## config.mk

```make
export PLATFORM = sky130hd
export DESIGN_NAME = lsu_writeback_flat
export DESIGN_NICKNAME = d
export VERILOG_FILES = /design/src/rtl/lsu_writeback_pkg.sv /design/src/rtl/lsu_writeback_if.sv /design/src/rtl/lsu_writeback_load_align.sv /design/src/rtl/lsu_writeback.sv /design/src/flat_wrapper.sv
export SDC_FILE = /design/constraint.sdc
export NUM_CORES = 1
export LEC_CHECK = 0
export ABC_AREA = 1
export CORE_UTILIZATION = 40
export CTS_CLUSTER_SIZE = 14
export DETAILED_ROUTE_END_ITERATION = 8
export GPL_ROUTABILITY_DRIVEN = 0
export PLACE_DENSITY = 0.72
export SYNTH_ARGS = -nofsm -noshare
export SYNTH_HDL_FRONTEND = slang
export SYNTH_SLANG_ARGS = --single-unit
```

## constraint.sdc

```tcl
create_clock -name clk -period 2.08 [get_ports clk]
set_input_delay 0.208 -clock clk [delete_from_list [all_inputs] [get_ports clk]]
set_output_delay 0.208 -clock clk [all_outputs]
set_load 0.02 [all_outputs]
```

## src/rtl/lsu_writeback_pkg.sv

```systemverilog
// Shared definitions for the load/store writeback unit: state encoding,
// RISC-V load/store width codes and the legality/alignment check.
package lsu_writeback_pkg;

   typedef enum logic [1:0] {IDLE, REQ, RESP, WB} lsu_state_t;

   localparam logic [2:0] F3_B  = 3'b000;
   localparam logic [2:0] F3_H  = 3'b001;
   localparam logic [2:0] F3_W  = 3'b010;
   localparam logic [2:0] F3_BU = 3'b100;
   localparam logic [2:0] F3_HU = 3'b101;

   // True when funct3 is a legal width for this kind of access and the
   // low address bits satisfy its natural alignment.
   function automatic logic op_legal(input logic is_store, input logic [2:0] f3,
                                     input logic [1:0] lo);
      logic ok;
      case (f3)
         F3_B:    ok = 1'b1;
         F3_H:    ok = !lo[0];
         F3_W:    ok = (lo == 2'b00);
         F3_BU:   ok = !is_store;
         F3_HU:   ok = !is_store && !lo[0];
         default: ok = 1'b0;
      endcase
      return ok;
   endfunction

   // Byte-lane strobes for a store of the given width at byte offset lo.
   function automatic logic [3:0] store_strb(input logic [2:0] f3, input logic [1:0] lo);
      logic [3:0] s;
      case (f3[1:0])
         2'b00:   s = 4'b0001 << lo;
         2'b01:   s = 4'b0011 << lo;
         default: s = 4'b1111;
      endcase
      return s;
   endfunction

endpackage

```

## src/rtl/lsu_writeback_if.sv

```systemverilog
// Execute-side request, data-memory bus and register-file write port of the
// load/store unit, bundled so the unit and its environment share one view.
interface lsu_writeback_if #(
   parameter int XLEN      = 32,
   parameter int RF_ADDR_W = 5
);
   logic                 req_valid;
   logic                 req_ready;
   logic                 req_is_store;
   logic [2:0]           req_funct3;
   logic [XLEN-1:0]      req_addr;
   logic [XLEN-1:0]      req_sdata;
   logic [RF_ADDR_W-1:0] req_rd;

   logic                 mem_req;
   logic                 mem_we;
   logic [XLEN-1:0]      mem_addr;
   logic [3:0]           mem_wstrb;
   logic [XLEN-1:0]      mem_wdata;
   logic                 mem_gnt;
   logic                 mem_rvalid;
   logic [XLEN-1:0]      mem_rdata;

   logic                 reg_wr;
   logic [RF_ADDR_W-1:0] waddr;
   logic [XLEN-1:0]      wdata;
   logic                 fault;

   // The load/store unit itself.
   modport master (
      input  req_valid, req_is_store, req_funct3, req_addr, req_sdata, req_rd,
      output req_ready,
      output mem_req, mem_we, mem_addr, mem_wstrb, mem_wdata,
      input  mem_gnt, mem_rvalid, mem_rdata,
      output reg_wr, waddr, wdata, fault
   );

   // Execute stage, data memory and register file around it.
   modport slave (
      output req_valid, req_is_store, req_funct3, req_addr, req_sdata, req_rd,
      input  req_ready,
      input  mem_req, mem_we, mem_addr, mem_wstrb, mem_wdata,
      output mem_gnt, mem_rvalid, mem_rdata,
      input  reg_wr, waddr, wdata, fault
   );
endinterface

```

## src/rtl/lsu_writeback_load_align.sv

```systemverilog
// Combinational load alignment: picks the addressed byte/half out of the
// returned word and sign- or zero-extends it. Also used by the single-cycle
// core's data path, so it carries no state.
module lsu_writeback_load_align
   import lsu_writeback_pkg::*;
#(
   parameter int XLEN = 32
) (
   input  logic [XLEN-1:0] rdata,
   input  logic [1:0]      offset,
   input  logic [2:0]      funct3,
   output logic [XLEN-1:0] result
);
   logic [7:0]  byte_sel;
   logic [15:0] half_sel;

   // Lane select followed by width-dependent extension.
   always_comb begin
      byte_sel = rdata[{offset, 3'b000} +: 8];
      half_sel = rdata[{offset[1], 4'b0000} +: 16];
      case (funct3)
         F3_B:    result = {{(XLEN-8){byte_sel[7]}}, byte_sel};
         F3_H:    result = {{(XLEN-16){half_sel[15]}}, half_sel};
         F3_BU:   result = {{(XLEN-8){1'b0}}, byte_sel};
         F3_HU:   result = {{(XLEN-16){1'b0}}, half_sel};
         default: result = rdata;
      endcase
   end
endmodule

```

## src/rtl/lsu_writeback.sv

```systemverilog
// Load/store unit: takes one operation from execute, runs the data-memory
// request/grant/response handshake and, for loads, writes the aligned result
// to the register file in a single-cycle WB state. All outputs are registered.
module lsu_writeback
   import lsu_writeback_pkg::*;
#(
   parameter int XLEN      = 32,
   parameter int RF_ADDR_W = 5
) (
   input logic           clk,
   input logic           rst_n,
   lsu_writeback_if.master bus
);
   lsu_state_t           state;
   logic                 op_store;
   logic [2:0]           op_funct3;
   logic [1:0]           op_offset;
   logic [RF_ADDR_W-1:0] op_rd;

   logic [XLEN-1:0]      load_result;
   logic [XLEN-1:0]      store_wdata;
   logic                 accept;

   assign accept = bus.req_valid && bus.req_ready;

   lsu_writeback_load_align #(.XLEN(XLEN)) u_align (
      .rdata  (bus.mem_rdata),
      .offset (op_offset),
      .funct3 (op_funct3),
      .result (load_result)
   );

   // Replicate store data across lanes so the strobes alone pick the bytes.
   always_comb begin
      case (bus.req_funct3[1:0])
         2'b00:   store_wdata = {(XLEN/8){bus.req_sdata[7:0]}};
         2'b01:   store_wdata = {(XLEN/16){bus.req_sdata[15:0]}};
         default: store_wdata = bus.req_sdata;
      endcase
   end

   // Operation sequencer; bus and writeback outputs are driven from here.
   always_ff @(posedge clk or negedge rst_n) begin
      if (!rst_n) begin
         state         <= IDLE;
         op_store      <= 1'b0;
         op_funct3     <= 3'b000;
         op_offset     <= 2'b00;
         op_rd         <= '0;
         bus.req_ready <= 1'b1;
         bus.mem_req   <= 1'b0;
         bus.mem_we    <= 1'b0;
         bus.mem_addr  <= '0;
         bus.mem_wstrb <= 4'b0000;
         bus.mem_wdata <= '0;
         bus.reg_wr    <= 1'b0;
         bus.waddr     <= '0;
         bus.wdata     <= '0;
         bus.fault     <= 1'b0;
      end else begin
         // fault and reg_wr are pulses: cleared unless set below.
         bus.fault  <= 1'b0;
         bus.reg_wr <= 1'b0;
         case (state)
            IDLE: begin
               if (accept) begin
                  if (!op_legal(bus.req_is_store, bus.req_funct3, bus.req_addr[1:0])) begin
                     bus.fault <= 1'b1;
                  end else begin
                     op_store      <= bus.req_is_store;
                     op_funct3     <= bus.req_funct3;
                     op_offset     <= bus.req_addr[1:0];
                     op_rd         <= bus.req_rd;
                     bus.mem_req   <= 1'b1;
                     bus.mem_we    <= bus.req_is_store;
                     bus.mem_addr  <= {bus.req_addr[XLEN-1:2], 2'b00};
                     bus.mem_wstrb <= bus.req_is_store ?
                                      store_strb(bus.req_funct3, bus.req_addr[1:0]) : 4'b0000;
                     bus.mem_wdata <= bus.req_is_store ? store_wdata : '0;
                     bus.req_ready <= 1'b0;
                     state         <= REQ;
                  end
               end
            end
            REQ: begin
               if (bus.mem_gnt) begin
                  bus.mem_req <= 1'b0;
                  bus.mem_we  <= 1'b0;
                  if (op_store) begin
                     bus.req_ready <= 1'b1;
                     state         <= IDLE;
                  end else begin
                     state <= RESP;
                  end
               end
            end
            RESP: begin
               if (bus.mem_rvalid) begin
                  bus.wdata  <= load_result;
                  bus.waddr  <= op_rd;
                  bus.reg_wr <= (op_rd != '0);
                  state      <= WB;
               end
            end
            WB: begin
               bus.req_ready <= 1'b1;
               state         <= IDLE;
            end
            default: state <= IDLE;
         endcase
      end
   end
endmodule

```

## src/flat_wrapper.sv

```systemverilog
// flat-port wrapper written by rule: the top's interface ports become plain ports
module lsu_writeback_flat import lsu_writeback_pkg::*;
#(
   parameter int XLEN      = 32,
   parameter int RF_ADDR_W = 5
)
  (clk, rst_n, bus_req_valid, bus_req_is_store, bus_req_funct3, bus_req_addr, bus_req_sdata, bus_req_rd, bus_req_ready, bus_mem_req, bus_mem_we, bus_mem_addr, bus_mem_wstrb, bus_mem_wdata, bus_mem_gnt, bus_mem_rvalid, bus_mem_rdata, bus_reg_wr, bus_waddr, bus_wdata, bus_fault);
  lsu_writeback_if #(.XLEN(XLEN), .RF_ADDR_W(RF_ADDR_W)) bus_i ();
  input logic clk;
  input logic rst_n;
  input wire logic [$bits(bus_i.req_valid)-1:0] bus_req_valid;
  input wire logic [$bits(bus_i.req_is_store)-1:0] bus_req_is_store;
  input wire logic [$bits(bus_i.req_funct3)-1:0] bus_req_funct3;
  input wire logic [$bits(bus_i.req_addr)-1:0] bus_req_addr;
  input wire logic [$bits(bus_i.req_sdata)-1:0] bus_req_sdata;
  input wire logic [$bits(bus_i.req_rd)-1:0] bus_req_rd;
  output wire logic [$bits(bus_i.req_ready)-1:0] bus_req_ready;
  output wire logic [$bits(bus_i.mem_req)-1:0] bus_mem_req;
  output wire logic [$bits(bus_i.mem_we)-1:0] bus_mem_we;
  output wire logic [$bits(bus_i.mem_addr)-1:0] bus_mem_addr;
  output wire logic [$bits(bus_i.mem_wstrb)-1:0] bus_mem_wstrb;
  output wire logic [$bits(bus_i.mem_wdata)-1:0] bus_mem_wdata;
  input wire logic [$bits(bus_i.mem_gnt)-1:0] bus_mem_gnt;
  input wire logic [$bits(bus_i.mem_rvalid)-1:0] bus_mem_rvalid;
  input wire logic [$bits(bus_i.mem_rdata)-1:0] bus_mem_rdata;
  output wire logic [$bits(bus_i.reg_wr)-1:0] bus_reg_wr;
  output wire logic [$bits(bus_i.waddr)-1:0] bus_waddr;
  output wire logic [$bits(bus_i.wdata)-1:0] bus_wdata;
  output wire logic [$bits(bus_i.fault)-1:0] bus_fault;
  assign bus_i.req_valid = bus_req_valid;
  assign bus_i.req_is_store = bus_req_is_store;
  assign bus_i.req_funct3 = bus_req_funct3;
  assign bus_i.req_addr = bus_req_addr;
  assign bus_i.req_sdata = bus_req_sdata;
  assign bus_i.req_rd = bus_req_rd;
  assign bus_req_ready = bus_i.req_ready;
  assign bus_mem_req = bus_i.mem_req;
  assign bus_mem_we = bus_i.mem_we;
  assign bus_mem_addr = bus_i.mem_addr;
  assign bus_mem_wstrb = bus_i.mem_wstrb;
  assign bus_mem_wdata = bus_i.mem_wdata;
  assign bus_i.mem_gnt = bus_mem_gnt;
  assign bus_i.mem_rvalid = bus_mem_rvalid;
  assign bus_i.mem_rdata = bus_mem_rdata;
  assign bus_reg_wr = bus_i.reg_wr;
  assign bus_waddr = bus_i.waddr;
  assign bus_wdata = bus_i.wdata;
  assign bus_fault = bus_i.fault;
  lsu_writeback #(.XLEN(XLEN), .RF_ADDR_W(RF_ADDR_W)) u_core (.clk(clk), .rst_n(rst_n), .bus(bus_i));
endmodule
```

==> reports/notes.md, run 1 <==
## Drt
* via density per instance: 4.70
* violation tally from detailed-route iteration zero: 284
* met3 layer wire length in the routed design: 1530 µm
* antenna-violating nets left: 0
* met1 wire length: 7580 µm
* highest routed metal layer: met4
* number of DRC violations after detailed routing: 0

## Critical path
* launch point of the worst reg-to-reg path: u_core.op_offset[1]$_DFFE_PN0P_
* largest stage delay on the critical path: 630 ps
* signal arrival time at the worst endpoint: 1600 ps
* crit path kind: reg -> out
* required time at the endpoint of the critical path: 1870 ps
* beginning of the critical path: u_core.bus.req_ready$_DFFE_PN1P_

## Global routing
* antenna violations before repair: 0
* GR Util All Layers: 0.214
* most congested layer reported by global routing: met2

## Finish
* number of fill cells: 1,401
* ant diodes: 0
* Non-CTS inverters: 60
* fraction of area in clock buffers and inverters: 0.0692
* logic area: 0.00293 mm²
* multi-input gate count: 554
* FF+latch area: 0.00303 mm²
* flop count: 121
* biggest area consumer among cell classes: sequential cells
* Regs by FF count: u_core.bus.mem_wdata x32, u_core.bus.wdata x32, u_core.bus.mem_addr x30
* most frequent standard cell in the layout excluding fill and tap cells: nand2_1
* Comb/total area: 0.307

## Pwr
* sequential share of power: 0.303
* Internal: 8.64 mW
* portion of total power attributed to combinational logic: 0.464
* clock share of power: 0.233
* switching power as a share of total power: 0.386
* leakage dissipation: 4.49 nW
* Pwr per Cell Area: 1480 mW/mm²

## Synth
* post-synthesis instance area: 0.00648 mm²
* fraction of the mapped netlist area in compound gates: 0.116
* synthesized area divided by synthesized cell count: 8.37 µm²
* Distinct cells, synth: 35
* Synth top cell by count: nand2_1
* cell taking the most area after synthesis: dfrtp_1
* register bit total from synthesis: 121
* yosys synthesis warning count: 0
* top cells by area in the synthesized netlist: dfrtp_1 46%, nand2_1 14%, nand2_4 8.9%
* cells in synth_stat.txt: 775
* main kind of combinational logic by area: simple AND/OR/NAND/NOR gates
* async set-reset flop share out of synthesis: 1.00

## STA
* Max Fclk: 0.553 GHz
* part of the cycle the worst path needs: 0.869
* worst setup margin: 273 ps
* Total Negative Setup Slacks: 0 ps

## Clock tree
* clock root buffer: clkbuf_16
* clock slew at reported path FFs: 50 ps
* Sinks on Clock Net: 121
* cells resized by post-CTS repair: 0
* buffers inserted by post-CTS timing repair: 0
* CTS tree: built
* number of H-tree levels: 4
* Hold Buf Count CTS: 1

## Place
* placement-stage worst setup slack: 111 ps
* HPWL reported at the end of detailed placement: 12,900 µm
* Cells after DPL: 1,191

## Floorplan
* num ports: 220
* Die Y: 129 µm
* Die X: 129 µm
* TAP cells: 216
* effective utilization at floorplan: 0.410

## Worst hold path
* class of the worst hold path: in -> async

## Outcome
* outcome: completed

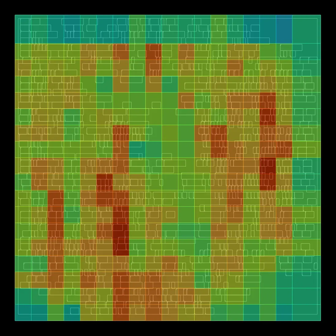
Run 1: track usage over the die
global routing met3 resource utilization: 0.0714
average routed wire per standard cell: 14.2 µm
final core utilization: 0.602

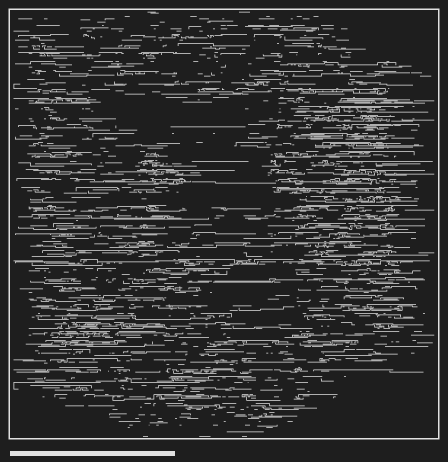
Run 1: metal 1
Scale bar: 50 µm.
- longest straight run: 31.7 µm
- wire length on this layer: 7,580 µm
- share of all routed wire: 44%
- main direction: horizontal
- nets with wire on the layer: 933
Routed WL: 17,400 µm
met1 track demand over resource: 0.275
via count: 5,748

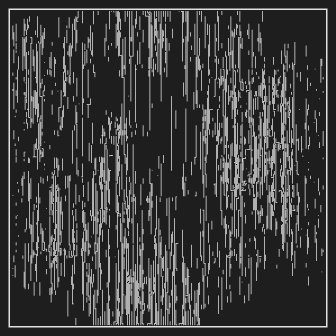
Run 1: met2 routing
- longest straight run: 47.4 µm
- main direction: vertical
- wire length on this layer: 8,210 µm
- share of all routed wire: 47%
- nets with wire on the layer: 875
grt met2 use: 0.345

==> run 1 -> run 2 <==
--- a/config.mk
+++ b/config.mk
@@ -11,6 +11,7 @@
 export DETAILED_ROUTE_END_ITERATION = 8
 export GPL_ROUTABILITY_DRIVEN = 0
 export PLACE_DENSITY = 0.72
+export SKIP_LAST_GASP = 1
 export SYNTH_ARGS = -nofsm -noshare
 export SYNTH_HDL_FRONTEND = slang
 export SYNTH_SLANG_ARGS = --single-unit
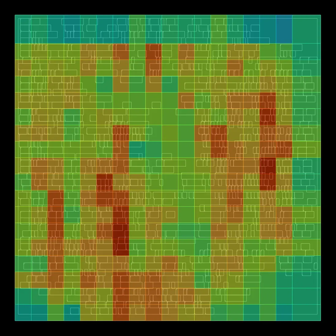
Run 2: track usage over the die
most congested layer reported by global routing: met2
GR Util All Layers: 0.214

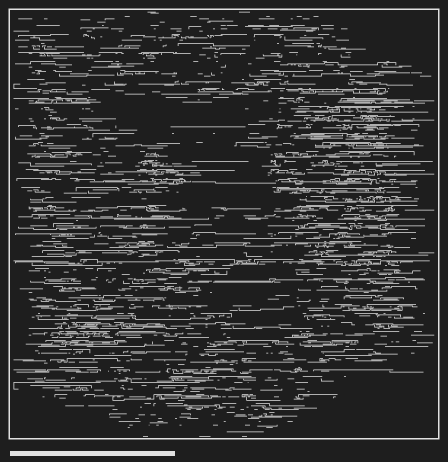
Run 2: metal 1
Scale bar: 50 µm.
- longest straight run: 31.7 µm
- main direction: horizontal
- share of all routed wire: 44%

==> run 2 against run 1 <==
Against the previous run: final area unchanged; critical path depth unchanged; worst setup slack unchanged; routed wire length unchanged; non-clock buffer count unchanged; die size unchanged; clock skew unchanged; sequential share of layout area unchanged; count of clock-buffer cells in the layout unchanged; synthesized cell count unchanged; first-iteration DRC count unchanged; largest cell class unchanged; largest power group unchanged.
==> reports/notes.md, run 2 <==
## Drt
* average routed wire per standard cell: 14.2 µm, unchanged
* met3 layer wire length in the routed design: 1530 µm, unchanged
* met1 wire length: 7580 µm, unchanged
* highest routed metal layer: met4, unchanged
* violation tally from detailed-route iteration zero: 284, unchanged
* number of DRC violations after detailed routing: 0, unchanged
* via count: 5,748, unchanged
* via density per instance: 4.70, unchanged
* Routed WL: 17,400 µm, unchanged
* antenna-violating nets left: 0, unchanged

## Place
* HPWL reported at the end of detailed placement: 12,900 µm, unchanged
* placement-stage worst setup slack: 111 ps, unchanged
* Cells after DPL: 1,191, unchanged

## Finish
* multi-input gate count: 554, unchanged
* most frequent standard cell in the layout excluding fill and tap cells: nand2_1, unchanged
* final core utilization: 0.602, unchanged
* Regs by FF count: u_core.bus.mem_wdata x32, u_core.bus.wdata x32, u_core.bus.mem_addr x30, unchanged
* flop count: 121, unchanged
* commonest non-fill, non-tap cells in the layout: 241 x nand2_1, 216 x clkdlybuf4s50_1, 120 x dfrtp_1, unchanged
* logic area: 0.00293 mm², unchanged
* fraction of area in clock buffers and inverters: 0.0692, unchanged
* ant diodes: 0, unchanged
* Comb/total area: 0.307, unchanged
* FF+latch area: 0.00303 mm², unchanged
* share of final layout cell area taken by non-clock buffers: 0.253, unchanged
* number of fill cells: 1,401, unchanged

## Pwr
* portion of total power attributed to combinational logic: 0.464, about the same
* clock share of power: 0.233, about the same
* leakage dissipation: 4.49 nW, unchanged
* Pwr per Cell Area: 1480 mW/mm², unchanged
* Internal: 8.64 mW, unchanged
* sequential share of power: 0.303, about the same

## Synth
* register bit total from synthesis: 121, unchanged
* fa+ha+maj area frac: 0, unchanged
* yosys synthesis warning count: 0, unchanged
* cell taking the most area after synthesis: dfrtp_1, unchanged
* Distinct cells, synth: 35, unchanged
* fraction of synthesized cell area in xor and xnor cells: 0, unchanged
* fraction of the mapped netlist area in compound gates: 0.116, unchanged
* sequential element share of the synthesized area: 0.467, unchanged
* cells in synth_stat.txt: 775, unchanged
* post-synthesis instance area: 0.00648 mm², unchanged
* async set-reset flop share out of synthesis: 1.00, unchanged
* main kind of combinational logic by area: simple AND/OR/NAND/NOR gates, unchanged
* top cells by area in the synthesized netlist: dfrtp_1 46%, nand2_1 14%, nand2_4 8.9%, unchanged
* synthesized area divided by synthesized cell count: 8.37 µm², unchanged
* Synth top cell by count: nand2_1, unchanged

## Floorplan
* num ports: 220, unchanged
* TAP cells: 216, unchanged
* Die X: 129 µm, unchanged

## Clock tree
* clock root buffer: clkbuf_16, unchanged
* number of H-tree levels: 4, unchanged
* cells resized by post-CTS repair: 0, unchanged
* Hold Buf Count CTS: 1, unchanged
* buffers inserted by post-CTS timing repair: 0, unchanged
* Sinks on Clock Net: 121, unchanged
* clock slew at reported path FFs: 50 ps, about the same
* Insertion Delay late pin: 410 ps, about the same

## Critical path
* largest stage delay on the critical path: 630 ps, about the same
* required time at the endpoint of the critical path: 1870 ps, about the same
* launch point of the worst reg-to-reg path: u_core.op_offset[1]$_DFFE_PN0P_, unchanged
* beginning of the critical path: u_core.bus.req_ready$_DFFE_PN1P_, unchanged
* crit path kind: reg -> out, unchanged
* kind of cell adding the most delay to the critical path: buffers and inverters, unchanged
* signal arrival time at the worst endpoint: 1600 ps, about the same

## Worst hold path
* class of the worst hold path: in -> async, unchanged

## STA
* Total Negative Setup Slacks: 0 ps, unchanged
* part of the cycle the worst path needs: 0.869, unchanged
* worst setup margin: 273 ps, unchanged
* Max Fclk: 0.553 GHz, unchanged

## Outcome
* outcome: completed, unchanged

## Global routing
* overflow left after global routing: 0, unchanged
* antenna violations before repair: 0, unchanged
* global routing met3 resource utilization: 0.0714, unchanged
* met1 track demand over resource: 0.275, unchanged
* grt met2 use: 0.345, unchanged

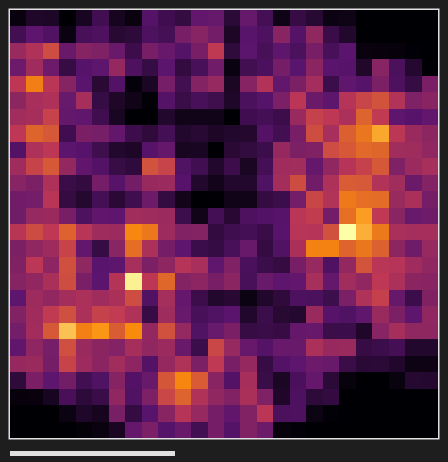
Run 2: wiring heat map
Scale bar: 50 µm. 26 x 26 tiles, from black (low) to pale yellow (high), scaled to the fullest tile. Values are wire area over tile area, all layers added.
- mean over tiles: 0.17
- emptiest ninth of the die: bottom right
- tiles over half the peak: 12%
- fullest tile: 0.58
- densest ninth of the die: right middle

==> run 2 -> run 3 <==
--- a/config.mk
+++ b/config.mk
@@ -6,11 +6,12 @@
 export NUM_CORES = 1
 export LEC_CHECK = 0
 export ABC_AREA = 1
-export CORE_UTILIZATION = 40
+export CELL_PAD_IN_SITES_DETAIL_PLACEMENT = 2
+export CELL_PAD_IN_SITES_GLOBAL_PLACEMENT = 2
+export CORE_UTILIZATION = 28
 export CTS_CLUSTER_SIZE = 14
 export DETAILED_ROUTE_END_ITERATION = 8
-export GPL_ROUTABILITY_DRIVEN = 0
-export PLACE_DENSITY = 0.72
+export PLACE_DENSITY_LB_ADDON = 0.1
 export SKIP_LAST_GASP = 1
 export SYNTH_ARGS = -nofsm -noshare
 export SYNTH_HDL_FRONTEND = slang
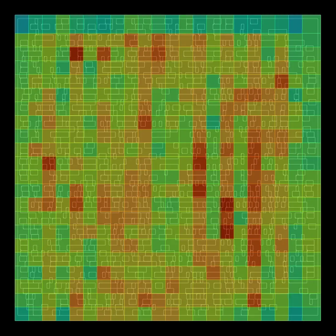
Run 3: track usage over the die
GR Util All Layers: 0.197
grt met2 use: 0.351
average routed wire per standard cell: 17.2 µm
global routing met3 resource utilization: 0.0555
final core utilization: 0.425

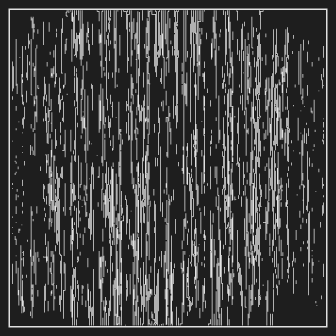
Run 3: met2 routing
- nets with wire on the layer: 992
- share of all routed wire: 52%
- main direction: vertical
via count: 5,950
Routed WL: 22,200 µm

==> run 3 against run 2 <==
Against the previous run: clock skew rose by 2.8 ps; final area increased by 0.85%; largest cell class unchanged; register-to-register slack got worse by 50 ps; first-iteration DRC count is 42% lower; sequential cell count is the same; hold slack improved by 9.7 ps; global-route usage decreased by 1.7 points.
==> reports/notes.md, run 3 <==
## Outcome
* outcome: completed, unchanged

## Finish
* flop count: 121, unchanged
* Regs by FF count: u_core.bus.mem_wdata x32, u_core.bus.wdata x32, u_core.bus.mem_addr x30, unchanged
* biggest area consumer among cell classes: sequential cells, unchanged
* ant diodes: 0, unchanged
* logic area: 0.00293 mm², unchanged
* FF+latch area: 0.00303 mm², unchanged
* Comb/total area: 0.304, was 0.307
* most frequent standard cell in the layout excluding fill and tap cells: nand2_1, unchanged
* fraction of area in clock buffers and inverters: 0.0609, was 0.0692
* share of final layout cell area taken by non-clock buffers: 0.258, was 0.253

## Clock tree
* buffers inserted by post-CTS timing repair: 0, unchanged
* number of H-tree levels: 4, unchanged
* clock slew at reported path FFs: 60 ps, was 50 ps
* clock root buffer: clkbuf_16, unchanged
* Sinks on Clock Net: 121, unchanged
* CTS tree: built, unchanged
* Hold Buf Count CTS: 1, unchanged
* Insertion Delay late pin: 420 ps, was 410 ps

## Global routing
* most congested layer reported by global routing: met2, unchanged
* met1 track demand over resource: 0.230, was 0.275
* overflow left after global routing: 0, unchanged

## Floorplan
* num ports: 220, unchanged
* Die X: 154 µm, was 129 µm
* Die Y: 154 µm, was 129 µm
* TAP cells: 285, was 216

## Synth
* cell taking the most area after synthesis: dfrtp_1, unchanged
* sequential element share of the synthesized area: 0.467, unchanged
* synthesized area divided by synthesized cell count: 8.37 µm², unchanged
* cells in synth_stat.txt: 775, unchanged
* Synth top cell by count: nand2_1, unchanged
* fa+ha+maj area frac: 0, unchanged
* yosys synthesis warning count: 0, unchanged
* main kind of combinational logic by area: simple AND/OR/NAND/NOR gates, unchanged

## Worst hold path
* class of the worst hold path: in -> async, unchanged

## Critical path
* kind of cell adding the most delay to the critical path: buffers and inverters, unchanged
* signal arrival time at the worst endpoint: 1610 ps, was 1600 ps
* required time at the endpoint of the critical path: 1870 ps, about the same
* crit path kind: reg -> out, unchanged

## STA
* Total Negative Setup Slacks: 0 ps, unchanged
* worst setup margin: 264 ps, was 273 ps
* part of the cycle the worst path needs: 0.873, was 0.869

## Drt
* met1 wire length: 9040 µm, was 7580 µm
* via density per instance: 4.59, was 4.70

## Pwr
* portion of total power attributed to combinational logic: 0.480, was 0.464
* leakage dissipation: 4.49 nW, about the same
* sequential share of power: 0.306, was 0.303
* Pwr per Cell Area: 1460 mW/mm², was 1480 mW/mm²

## Place
* HPWL reported at the end of detailed placement: 16,300 µm, was 12,900 µm

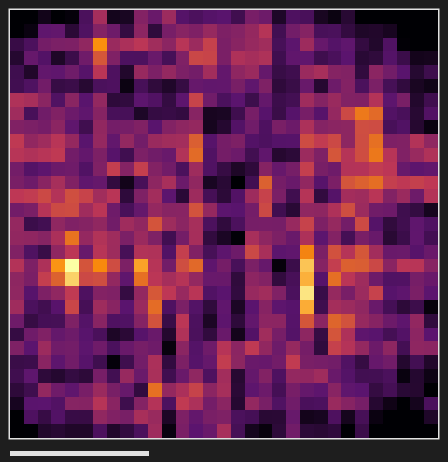
Run 3: wiring heat map
Scale bar: 50 µm. 31 x 31 tiles, from black (low) to pale yellow (high), scaled to the fullest tile. Values are wire area over tile area, all layers added.
- nearly empty tiles: 3.7%
- fullest tile: 0.49
- mean over tiles: 0.15
- tiles over half the peak: 9.9%


==> notes/layouts.md <==
Pictures saved along the way, in no particular order.

Local utilization.
picture 1
Scale bar: 50 µm. 13 x 13 tiles, from black (low) to pale yellow (high), 0 to 100% covered.
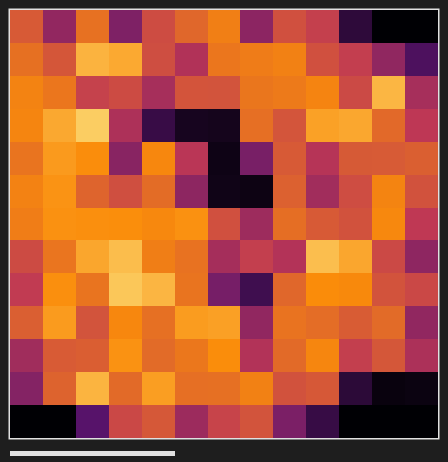
picture 2
Scale bar: 50 µm. 15 x 15 tiles, from black (low) to pale yellow (high), 0 to 100% covered.
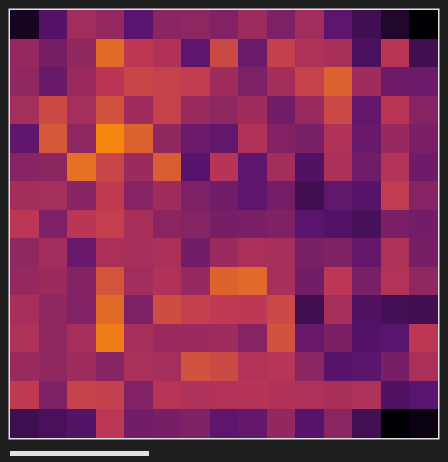
The one with the highest utilization is picture 1.
The one with the largest die is picture 2.
run 3 -> picture 2
run 1 -> picture 1

Key to picture 1:
- fullest tile: 89%
- densest ninth of the die: left middle
- nearly empty tiles: 4.1%
- mean over tiles: 55%
- emptiest ninth of the die: bottom right
- tiles over 75% full: 17%

Power figures rest on the tool's default switching activity, not on a simulated workload.
